`config.mk`:
```
export PLATFORM = sky130hd
export DESIGN_NAME = fetch_unit
export DESIGN_NICKNAME = d
export VERILOG_FILES = /design/src/rtl/fetch_unit.sv
export SDC_FILE = /design/constraint.sdc
export NUM_CORES = 1
export LEC_CHECK = 0
export ABC_CLOCK_PERIOD_IN_PS = 1800
export CELL_PAD_IN_SITES_DETAIL_PLACEMENT = 1
export CELL_PAD_IN_SITES_GLOBAL_PLACEMENT = 2
export CORE_ASPECT_RATIO = 2
export CORE_UTILIZATION = 23
export CTS_CLUSTER_SIZE = 12
export DETAILED_ROUTE_END_ITERATION = 6
export GPL_TIMING_DRIVEN = 0
export PLACE_DENSITY_LB_ADDON = 0.1
export SLEW_MARGIN = 10
export SYNTH_ARGS = -nofsm -noshare
export SYNTH_HDL_FRONTEND = slang
export SYNTH_SLANG_ARGS = --single-unit
```
`constraint.sdc`:
```
create_clock -name clock -period 1.8 [get_ports clock]
set_input_delay 0.36 -clock clock [delete_from_list [all_inputs] [get_ports clock]]
set_output_delay 0.36 -clock clock [all_outputs]
set_load 0.03 [all_outputs]
```
`src/rtl/fetch_unit.sv`:
```
// Instruction-fetch stage: one outstanding imem request at a time, captures the
// returned word into the IF/ID register and steers the PC load value.
//
// state | meaning
// IDLE  | no request outstanding; starts a fetch when IF/ID can take it
// REQ   | imem_req asserted, address held until imem_ack
// WAIT  | request accepted, waiting for imem_rvalid
module fetch_unit #(
    parameter int ADDR_W  = 16,
    parameter int INSTR_W = 16,
    parameter int PC_STEP = 1
) (
    input  logic               clock,
    input  logic               reset,
    input  logic [ADDR_W-1:0]  pc_addr,
    output logic [ADDR_W-1:0]  pc_load_value,
    input  logic               redirect_valid,
    input  logic [ADDR_W-1:0]  redirect_addr,
    output logic               imem_req,
    output logic [ADDR_W-1:0]  imem_addr,
    input  logic               imem_ack,
    input  logic               imem_rvalid,
    input  logic [INSTR_W-1:0] imem_rdata,
    input  logic               id_stall,
    output logic               if_valid,
    output logic [INSTR_W-1:0] if_instr,
    output logic [ADDR_W-1:0]  if_pc
);

    typedef enum logic [1:0] {IDLE, REQ, WAIT} state_t;

    state_t              state, state_nxt;
    logic                kill, kill_nxt;
    logic [ADDR_W-1:0]   req_addr, req_addr_nxt;
    logic                capture;
    logic                out_free;
    logic [ADDR_W-1:0]   seq_addr;

    assign out_free = !if_valid || !id_stall;
    assign seq_addr = req_addr + ADDR_W'(PC_STEP);

    always_comb begin
        state_nxt    = state;
        kill_nxt     = kill;
        req_addr_nxt = req_addr;
        capture      = 1'b0;
        case (state)
            IDLE: begin
                // a redirect here just lets the PC take the target first
                if (out_free && !redirect_valid) begin
                    state_nxt    = REQ;
                    req_addr_nxt = pc_addr;
                end
            end
            REQ: begin
                if (redirect_valid) kill_nxt = 1'b1;
                if (imem_ack) state_nxt = WAIT;
            end
            WAIT: begin
                if (imem_rvalid) begin
                    state_nxt = IDLE;
                    kill_nxt  = 1'b0;
                    capture   = !kill && !redirect_valid;
                end else if (redirect_valid) begin
                    kill_nxt = 1'b1;
                end
            end
            default: state_nxt = IDLE;
        endcase
    end

    always_comb begin
        pc_load_value = pc_addr;
        if (redirect_valid)
            pc_load_value = redirect_addr;
        else if (state == WAIT && imem_rvalid && !kill)
            pc_load_value = seq_addr;
    end

    assign imem_req  = (state == REQ);
    assign imem_addr = req_addr;

    always_ff @(posedge clock or negedge reset) begin
        if (!reset) begin
            state    <= IDLE;
            kill     <= 1'b0;
            req_addr <= '0;
            if_valid <= 1'b0;
            if_instr <= '0;
            if_pc    <= '0;
        end else begin
            state    <= state_nxt;
            kill     <= kill_nxt;
            req_addr <= req_addr_nxt;
            // capture has priority over both flush and consume
            if (capture) begin
                if_valid <= 1'b1;
                if_instr <= imem_rdata;
                if_pc    <= req_addr;
            end else if (redirect_valid || !id_stall) begin
                if_valid <= 1'b0;
            end
        end
    end

endmodule

```
==> results.ini <==
[run_status]
status=finished with violations
violations=negative setup slack

[grt]
grt-ovfl-total=0
grt_pass1_wl_um=15000

[cells_and_area]
final.fill_count=1237
fin_cells=545

[synth]
fp_nets=293
synthArstFlopShare=1.00
ys_seq_frac=0.482
simple_gate_area_frac=0.134
yosys.area_share.aoi=0.0802
edf_count=0
ys_area_sq_mm=0.00270

[placed_design]
dp.cells=494

[worst_setup_path]
crit_path_start_kind=flop
critPathKind=flop to output pin
crit_path_end_kind=output pin

[detailed_routing]
met3_length_um=407
wl_per_cell_um=17.8

[final_timing]
finalSetupViolCount=17
finalWorstSetupSlack_ns=-0.485

[floorplanning]
chip_area_sq_mm=0.0122

[synth_stat cells, types with 5 or more instances]
cell / instances / area, sq um
o21ai_0: 7 / 35.0
ha_1: 6 / 75.1
a221o_1: 5 / 50.1
o31ai_1: 5 / 37.5
nand3_1: 5 / 25.0
nor2_1: 12 / 45.0
nand2_1: 22 / 82.6
inv_1: 7 / 26.3
buf_2: 7 / 35.0
nor4_1: 6 / 37.5
dfrtp_1: 52 / 1300
mux2_2: 48 / 541
mux2i_1: 5 / 50.1
[final timing paths]
kind / start / end
max in group asynchronous: reset / imem_addr[9]$_DFFE_PN0P_
worst max-delay path: state[0]$_DFFE_PN0P_ / pc_load_value[6]
worst max register to register: state[0]$_DFFE_PN0P_ / state[0]$_DFFE_PN0P_
worst min-delay path: reset / if_valid$_DFFE_PN0P_
min in group clock: if_pc[1]$_DFFE_PN0P_ / if_pc[1]$_DFFE_PN0P_
worst min register to register: if_pc[1]$_DFFE_PN0P_ / if_pc[1]$_DFFE_PN0P_
[power by group]
part	internal (mW)	leakage (nW)	total [mW]	switching, mW
clock	0.550	0.0766	0.993	0.443
combinational	2.12	1.43	4.59	2.47
sequential	1.74	0.649	2.21	0.466
total	4.41	2.16	7.79	3.38
[logic make-up (layout without fill, tap and decap cells)]
family                     Yosys count  count (layout)
xor gates and xnor gates             8               8
adders and majority gates            6               6
muxes                               53              53
AOI/OAI and AO/OA                   30              30
buffers and inverters               19             189
DFF                                 52              52
and+or+nand+nor                     65              65
[worst max-delay path: cells and delay by family (launching register included)]
kind            cells  cell delay [ns]
flops               1             0.37
simple gates        1             0.26
buf+inv             4             0.48
compound gates      1             0.34
fa+ha+maj           1             0.17
[registers in the layout (all words and copies together), names as in the netlist]
signal	cells
if_pc	16
if_instr	16
if_valid	1
imem_addr	16
state	2
kill	1
### PDN straps and rails

Bar = 20 um. Pins as bars on the die edge.
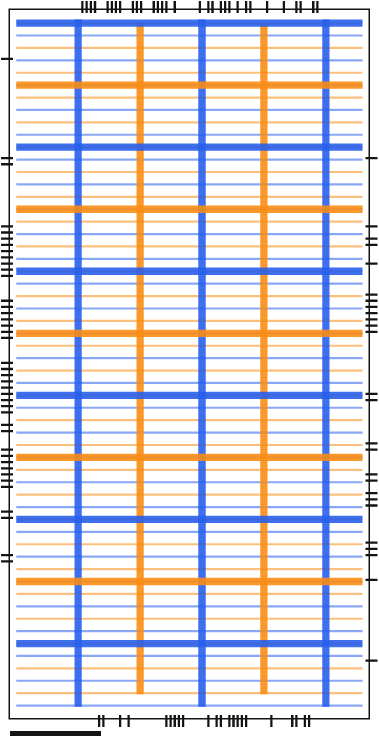
VSS -> blue
VDD -> orange
met5 straps = 11
met1 rails = 56
rows = 55
signal pins = 120

### Placement by cell class

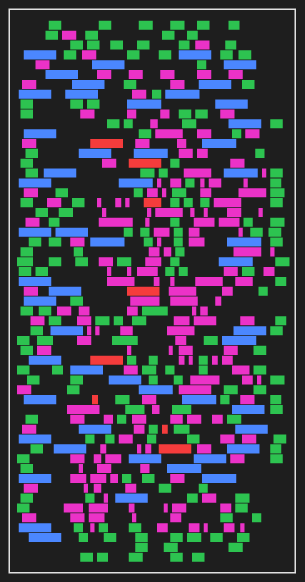
registers -> blue  # cells 52
remaining logic cells -> magenta  # cells 169
clock drivers and dummy loads -> red  # cells 8
remaining buffers and delay cells -> green  # cells 174

### Routed clock nets over the placement

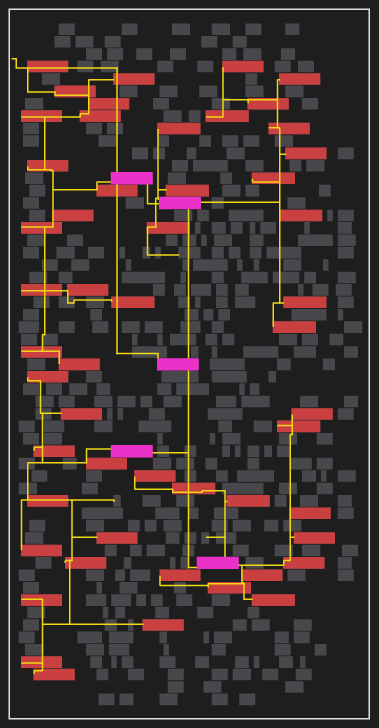
clock wires -> yellow  # length 853 um
clock-net drivers -> magenta  # count 5
flip-flops -> red  # count 52
flops lie = widely spread
routed clock nets = 6

### Metal layers overlaid

Bar = 20 um.
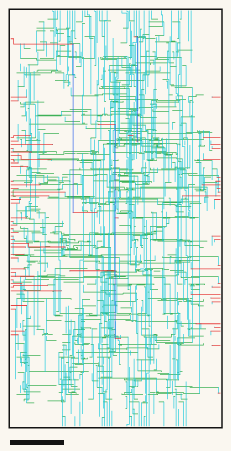
M1 -> green  # wire length 3480 um
M2 -> cyan  # wire length 5660 um
M4 -> blue  # wire length 181 um
M3 -> red  # wire length 407 um

Power figures rest on the tool's default switching activity, not on a simulated workload.
